<file path="src/rtl/uart_loader_pkg.sv">
// Shared types and frame constants for the UART boot loader.
// Frame layout: LEN_LO, LEN_HI, L payload bytes, CSUM.
package uart_loader_pkg;

   typedef enum logic [2:0] {
      IDLE,
      LEN_LO,
      LEN_HI,
      DATA,
      CSUM,
      DONE,
      ERR
   } loader_state_t;

   typedef enum logic [1:0] {
      ERR_NONE    = 2'b00,
      ERR_LEN     = 2'b01,
      ERR_CSUM    = 2'b10,
      ERR_TIMEOUT = 2'b11
   } err_code_t;

   localparam int HDR_BYTES  = 2;
   localparam int CSUM_BYTES = 1;

   // True while a frame is being received.
   function automatic logic is_busy_state(input loader_state_t s);
      return (s == LEN_LO) || (s == LEN_HI) || (s == DATA) || (s == CSUM);
   endfunction

endpackage

</file>
<file path="src/rtl/loader_watchdog.sv">
// Inter-byte idle counter: expires after TIMEOUT_CYC enabled cycles without a clear.
// The count saturates at the limit so o_expired stays asserted until cleared.
module loader_watchdog #(
   parameter int TIMEOUT_CYC = 100000,
   parameter int TO_W        = 17
) (
   input  logic clk,
   input  logic Rst,
   input  logic i_clear,
   input  logic i_enable,
   output logic o_expired
);

   localparam logic [TO_W-1:0] LIMIT = TO_W'(TIMEOUT_CYC - 1);

   logic [TO_W-1:0] r_count;

   always_ff @(posedge clk) begin
      if (Rst || i_clear) begin
         r_count <= '0;
      end else if (i_enable && (r_count != LIMIT)) begin
         r_count <= r_count + 1'b1;
      end
   end

   assign o_expired = i_enable && (r_count == LIMIT);

endmodule

</file>
<file path="src/rtl/uart_mem_loader.sv">
// Boot loader: parses a length-prefixed, checksummed UART frame and writes the
// payload into byte memory from address 0, holding the CPU in reset meanwhile.
module uart_mem_loader
   import uart_loader_pkg::*;
#(
   parameter int ADDR_W      = 10,
   parameter int DEPTH       = 1024,
   parameter int TIMEOUT_CYC = 100000,
   parameter int TO_W        = 17
) (
   input  logic              clk,
   input  logic              Rst,
   input  logic              start,
   input  logic              rx_valid,
   input  logic [7:0]        rx_data,
   output logic              mem_en,
   output logic              mem_wea,
   output logic [ADDR_W-1:0] mem_addr,
   output logic [7:0]        mem_din,
   output logic              cpu_hold,
   output logic              busy,
   output logic              done,
   output logic              error,
   output logic [1:0]        err_code,
   output logic [ADDR_W:0]   byte_count
);

   localparam logic [15:0] MAX_LEN = 16'(DEPTH);

   loader_state_t     r_state, w_state_next;
   err_code_t         r_err_code, w_err_code_next;
   logic [7:0]        r_len_lo, w_len_lo_next;
   logic [ADDR_W:0]   r_len, w_len_next;
   logic [ADDR_W:0]   r_byte_count, w_byte_count_next;
   logic [7:0]        r_csum, w_csum_next;
   logic              r_mem_we, w_mem_we_next;
   logic [ADDR_W-1:0] r_mem_addr, w_mem_addr_next;
   logic [7:0]        r_mem_din, w_mem_din_next;

   logic              w_in_frame;
   logic              w_wd_enable;
   logic              w_wd_clear;
   logic              w_wd_expired;
   logic [15:0]       w_len_full;
   logic [ADDR_W:0]   w_count_inc;

   assign w_in_frame  = is_busy_state(r_state);
   assign w_wd_enable = (r_state == LEN_HI) || (r_state == DATA) || (r_state == CSUM);
   // Every accepted byte (and the arming start) restarts the idle window.
   assign w_wd_clear  = (start && !w_in_frame) || (rx_valid && w_in_frame);
   assign w_len_full  = {rx_data, r_len_lo};
   assign w_count_inc = r_byte_count + 1'b1;

   loader_watchdog #(
      .TIMEOUT_CYC (TIMEOUT_CYC),
      .TO_W        (TO_W)
   ) u_watchdog (
      .clk       (clk),
      .Rst       (Rst),
      .i_clear   (w_wd_clear),
      .i_enable  (w_wd_enable),
      .o_expired (w_wd_expired)
   );

   always_ff @(posedge clk) begin
      if (Rst) begin
         r_state      <= IDLE;
         r_err_code   <= ERR_NONE;
         r_len_lo     <= '0;
         r_len        <= '0;
         r_byte_count <= '0;
         r_csum       <= '0;
         r_mem_we     <= 1'b0;
         r_mem_addr   <= '0;
         r_mem_din    <= '0;
      end else begin
         r_state      <= w_state_next;
         r_err_code   <= w_err_code_next;
         r_len_lo     <= w_len_lo_next;
         r_len        <= w_len_next;
         r_byte_count <= w_byte_count_next;
         r_csum       <= w_csum_next;
         r_mem_we     <= w_mem_we_next;
         r_mem_addr   <= w_mem_addr_next;
         r_mem_din    <= w_mem_din_next;
      end
   end

   always_comb begin
      w_state_next      = r_state;
      w_err_code_next   = r_err_code;
      w_len_lo_next     = r_len_lo;
      w_len_next        = r_len;
      w_byte_count_next = r_byte_count;
      w_csum_next       = r_csum;
      w_mem_we_next     = 1'b0;
      w_mem_addr_next   = r_mem_addr;
      w_mem_din_next    = r_mem_din;

      case (r_state)
         IDLE, DONE, ERR: begin
            // A byte arriving with start is dropped: the frame begins with the next byte.
            if (start) begin
               w_state_next      = LEN_LO;
               w_err_code_next   = ERR_NONE;
               w_byte_count_next = '0;
               w_csum_next       = '0;
            end
         end
         LEN_LO: begin
            if (rx_valid) begin
               w_len_lo_next = rx_data;
               w_state_next  = LEN_HI;
            end
         end
         LEN_HI: begin
            if (rx_valid) begin
               if ((w_len_full == 16'd0) || (w_len_full > MAX_LEN)) begin
                  w_state_next    = ERR;
                  w_err_code_next = ERR_LEN;
               end else begin
                  w_len_next   = w_len_full[ADDR_W:0];
                  w_state_next = DATA;
               end
            end else if (w_wd_expired) begin
               w_state_next    = ERR;
               w_err_code_next = ERR_TIMEOUT;
            end
         end
         DATA: begin
            if (rx_valid) begin
               w_mem_we_next     = 1'b1;
               w_mem_addr_next   = r_byte_count[ADDR_W-1:0];
               w_mem_din_next    = rx_data;
               w_byte_count_next = w_count_inc;
               w_csum_next       = r_csum + rx_data;
               if (w_count_inc == r_len) begin
                  w_state_next = CSUM;
               end
            end else if (w_wd_expired) begin
               w_state_next    = ERR;
               w_err_code_next = ERR_TIMEOUT;
            end
         end
         CSUM: begin
            if (rx_valid) begin
               if (rx_data == r_csum) begin
                  w_state_next = DONE;
               end else begin
                  w_state_next    = ERR;
                  w_err_code_next = ERR_CSUM;
               end
            end else if (w_wd_expired) begin
               w_state_next    = ERR;
               w_err_code_next = ERR_TIMEOUT;
            end
         end
         default: begin
            w_state_next = IDLE;
         end
      endcase
   end

   assign mem_en     = r_mem_we;
   assign mem_wea    = r_mem_we;
   assign mem_addr   = r_mem_addr;
   assign mem_din    = r_mem_din;
   assign busy       = w_in_frame;
   assign cpu_hold   = w_in_frame;
   assign done       = (r_state == DONE);
   assign error      = (r_state == ERR);
   assign err_code   = r_err_code;
   assign byte_count = r_byte_count;

endmodule

</file>
<file path="config.mk">
export PLATFORM = sky130hd
export DESIGN_NAME = uart_mem_loader
export DESIGN_NICKNAME = d
export VERILOG_FILES = /design/src/rtl/uart_loader_pkg.sv /design/src/rtl/loader_watchdog.sv /design/src/rtl/uart_mem_loader.sv
export SDC_FILE = /design/constraint.sdc
export NUM_CORES = 1
export LEC_CHECK = 0
export CORE_ASPECT_RATIO = 0.8
export CORE_MARGIN = 2
export CORE_UTILIZATION = 56
export DETAILED_ROUTE_END_ITERATION = 8
export PLACE_DENSITY = 0.8
export SETUP_SLACK_MARGIN = 0.2
export SLEW_MARGIN = 20
export SYNTH_ARGS = -nofsm -noshare
export SYNTH_HDL_FRONTEND = slang
export SYNTH_HIERARCHICAL = 1
export SYNTH_SLANG_ARGS = --single-unit
export TNS_END_PERCENT = 30
</file>
<file path="constraint.sdc">
create_clock -name clk -period 2.24 [get_ports clk]
set_input_delay 0.448 -clock clk [delete_from_list [all_inputs] [get_ports clk]]
set_output_delay 0.448 -clock clk [all_outputs]
set_load 0.005 [all_outputs]
</file>
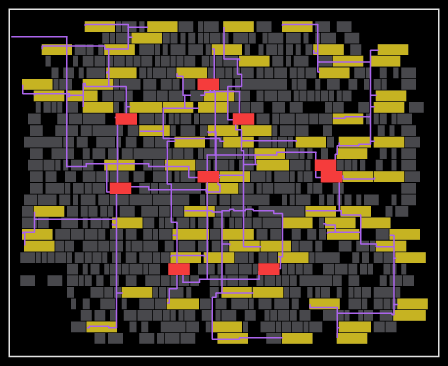
(images/clock_wires.png)
red -> clock-net drivers  # count 9
purple -> clock wires  # length 958 um
yellow -> flip-flops  # count 79
routed clock nets = 10

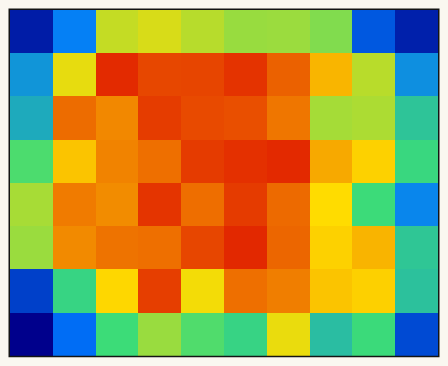
(images/util_map.png)
The die is cut into 10 by 8 equal tiles; dark blue is low, red is high, 0 to 100% covered.
nearly empty tiles = 1.3%
tiles over 75% full = 50%
densest ninth of the die = center
mean over tiles = 67%
Layout Utilization: 76.6%
CORE AREA: 0.00732 mm2
Pre-Place Util: 57.3%

-- cells in the mapped netlist, types with 6 or more instances --
cell type | count | area, um2
mux2i_1 | 21 | 210
dfxtp_1 | 79 | 1580
xnor2_1 | 19 | 166
nand3_1 | 16 | 80.1
nor2_1 | 68 | 255
nand2_1 | 59 | 221
o21ai_0 | 18 | 90.1
a31oi_1 | 7 | 43.8
nor3_1 | 13 | 65.1
nor4_1 | 12 | 75.1
a21oi_1 | 47 | 235
ha_1 | 9 | 113
xor2_1 | 8 | 70.1
nand2b_1 | 6 | 37.5
clkbuf_1 | 22 | 82.6
inv_1 | 15 | 56.3
nand4_1 | 11 | 68.8
-- where the power goes --
group	leakage, nW	internal (mW)	switching, mW
clock	0.115	0.671	0.562
sequential	0.642	1.48	0.0936
combinational	1.37	0.534	0.664
-- flip-flops by register name (all words and copies together) (netlist names) --
signal              flops
byte_count             11
err_code                2
mem_addr               10
mem_din                 8
mem_en                  1
r_csum                  8
r_len                  11
r_len_lo                8
r_state                 3
u_watchdog/r_count     17
-- per-stage QoR --
stage                     setup WS, ns  area, um2  hold slack (ns)
after floorplan                  0.201       4210            0.452
after CTS                       0.0261       5550            0.447
after global routing            -0.110       5610            0.448
after global placement          -0.390       5160            0.441
final                          -0.0171       5610            0.442
after detailed placement        -0.450       5160            0.446
-- kinds of logic (layout without fill, tap and decap cells) --
logic type / after synthesis / in the layout
mux: 21 / 21
fa+ha+maj: 11 / 11
buf+inv: 45 / 154
flops: 79 / 79
compound gates: 113 / 113
simple gates: 221 / 221
xor+xnor: 27 / 27
-- worst max-delay path: stages (launching register included) --
cell and delay (ns):
dfxtp_2 0.36, nor4_4 0.33, a31oi_2 0.14, or3b_4 0.43, nor4b_4 0.31, buf_4 0.17, buf_12 0.12, mux2i_2 0.23
nor2_1 0.06
==> reports/qor.csv <==
stage,metric,value,unit
status,status,"complete, but fails checks",
status,violated checks,negative setup slack,
finish,Non-clk bufs,123,
finish,seq_cells,79,
power_and_ir_drop,leakage power,2.13,nW
finish,Top Layout Cells,"72 x buf_4, 69 x dfxtp_1, 64 x nor2_1",
worst_hold_path,Hold Path Class,in2reg,
routing,WL met3,951,um
finish,flop share of the area,28.5,%
global_route,GR Util All Layers,29.5,%
finish,logic area,0.00255,mm2
worst_setup_path,critical path class,reg2reg,
synthesis,Synth warnings,6,
die,Well Taps,90,
synthesis,Cell Type Count,67,
global_route,grt ovf,0,
sta,Setup Skew,0.0146,ns
routing,Vias,4323,
global_route,GR peak layer,met2,
sta,Final Hold Viols,0,
synthesis,"Seq/Total Area, Yosys",37.7,%
sta,max-slew violation count,0,
routing,via density per instance,6.04,
power_and_ir_drop,Peak VDD IR,489,uV
sta,setup ws final,-0.0171,ns
finish,area grow syn2layout,33.6,%
global_route,GRT met2 Usage,46.2,%
place,Post-DP HPWL,8310,um
routing,Highest Signal Layer,met4,
synthesis,synthesized area per cell,8.11,um2
synthesis,Yosys reg bits,79,
sta,FMAX,443,MHz
clock_tree,CTS tree,done,
sta,unrepaired setup endpoints after global routing,true,
finish,buffering overhead,19.0,%
finish,Biggest Area Class,multi-input combinational cells,
place,Placer Congestion,1.01,
finish,multi-input gates,393,
global_route,initial antenna violation count,0,
worst_setup_path,Critical Path AT,2.50,ns
routing,1st-iter DRT viols,337,
global_route,met3 GRT Util,5.02,%
sta,period utilisation layout,101,%
finish,fin cells,716,
finish,Fillers,518,
global_route,met1 Usage GRT,41.6,%
global_route,vias in the first global route,3904,
die,die height,81.4,um
global_route,first-pass GRT wire length,19200,um
worst_setup_path,cells on worst reg2reg path,8,
synthesis,Post-Syn Area,0.00420,mm2
finish,inverters,15,
synthesis,XORs/XNORs by Area,5.64,%
die,Rows,28,
synthesis,number of enable flip-flop cells,0,
worst_setup_path,r2r setup slk,-0.02,ns
power_and_ir_drop,Cell Pwr Density,714,mW/mm2
synthesis,syn_nets,539,
synthesis,Synth Instances,517,
die,I/O pin count,49,
clock_tree,CTS sink count,79,
worst_setup_path,Crit. End Element,flop,
sta,worst slew pin tran,0.425,ns
routing,iteration tally of the first detailed-router pass,6,
synthesis,yosys simple share,26.8,%
finish,Layout Nets,643,
routing,DR DRC count,0,
job,max-cap viol count,0,
worst_setup_path,CP Max Fanout,6,
worst_setup_path,Critical Path Source Type,flop,
finish,Flop area,0.00160,mm2
die,die width,101,um
routing,wl on met1,5450,um
worst_setup_path,Worst R2R Start,r_len_lo[6],
place,port buffer count,48,
synthesis,"Adder Share, Synth",3.40,%
clock_tree,"Hold-fix buffers, CTS",0,
place,DP Cell Count,689,
sta,Max-slew headroom,71.4,%
sta,Finish-stage setup viols,1,
job,Log Warnings,28,
clock_tree,maximum buffer depth of the clock tree,2,
worst_setup_path,Critical R2R Capture,r_len[0],
clock_tree,CTS clock-pin slew for the worst setup and hold paths,0.09,ns
synthesis,dominant register cell,dfxtp_1,
finish,fraction of layout cells with a size suffix above 1,21.4,%
synthesis,cells in synth_stat.txt,517,
routing,met2 WL,5660,um
finish,# diodes,0,
synthesis,YS chip area,0.00420,mm2
finish,most frequent logic cell in the layout,buf_4,
worst_setup_path,crit path to,r_len[0],
clock_tree,total CTS buffers,9,
finish,Layout clock buffers,11,
worst_hold_path,Hold Path Origin,Rst,
routing,WL final,12200,um
global_route,pin count of the biggest net entering global routing,34,
synthesis,ys async rst share,0,%
clock_tree,Max H-tree Level,3,
worst_hold_path,Worst Hold Path EP,u_watchdog/r_count[15],
finish,Comb/total area,45.4,%
sta,total negative slack,-0.0171,ns
clock_tree,post-CTS setup buffer count,6,
clock_tree,post-CTS sizing,36,
worst_hold_path,Hold Path Depth,3,
clock_tree,clock root buffer,clkbuf_8,
routing,Post-DRT Antenna Nets,0,
synthesis,Synth logic family,simple AND/OR/NAND/NOR gates,
die,die area,0.00820,mm2
routing,Routed wire per std cell,17.1,um
synthesis,Complex Gates by Area,17.0,%
finish,clock-cell share of area,4.06,%
sta,post-layout min period,2.26,ns
power_and_ir_drop,post-layout power,4.00,mW
worst_setup_path,worst setup path startpoint,r_len_lo[6],
worst_setup_path,CP required,2.49,ns
synthesis,MUX share of area,5.01,%
clock_tree,Latency at later pin,0.36,ns
No activity file was given, so power comes from the tool's default toggle rates.
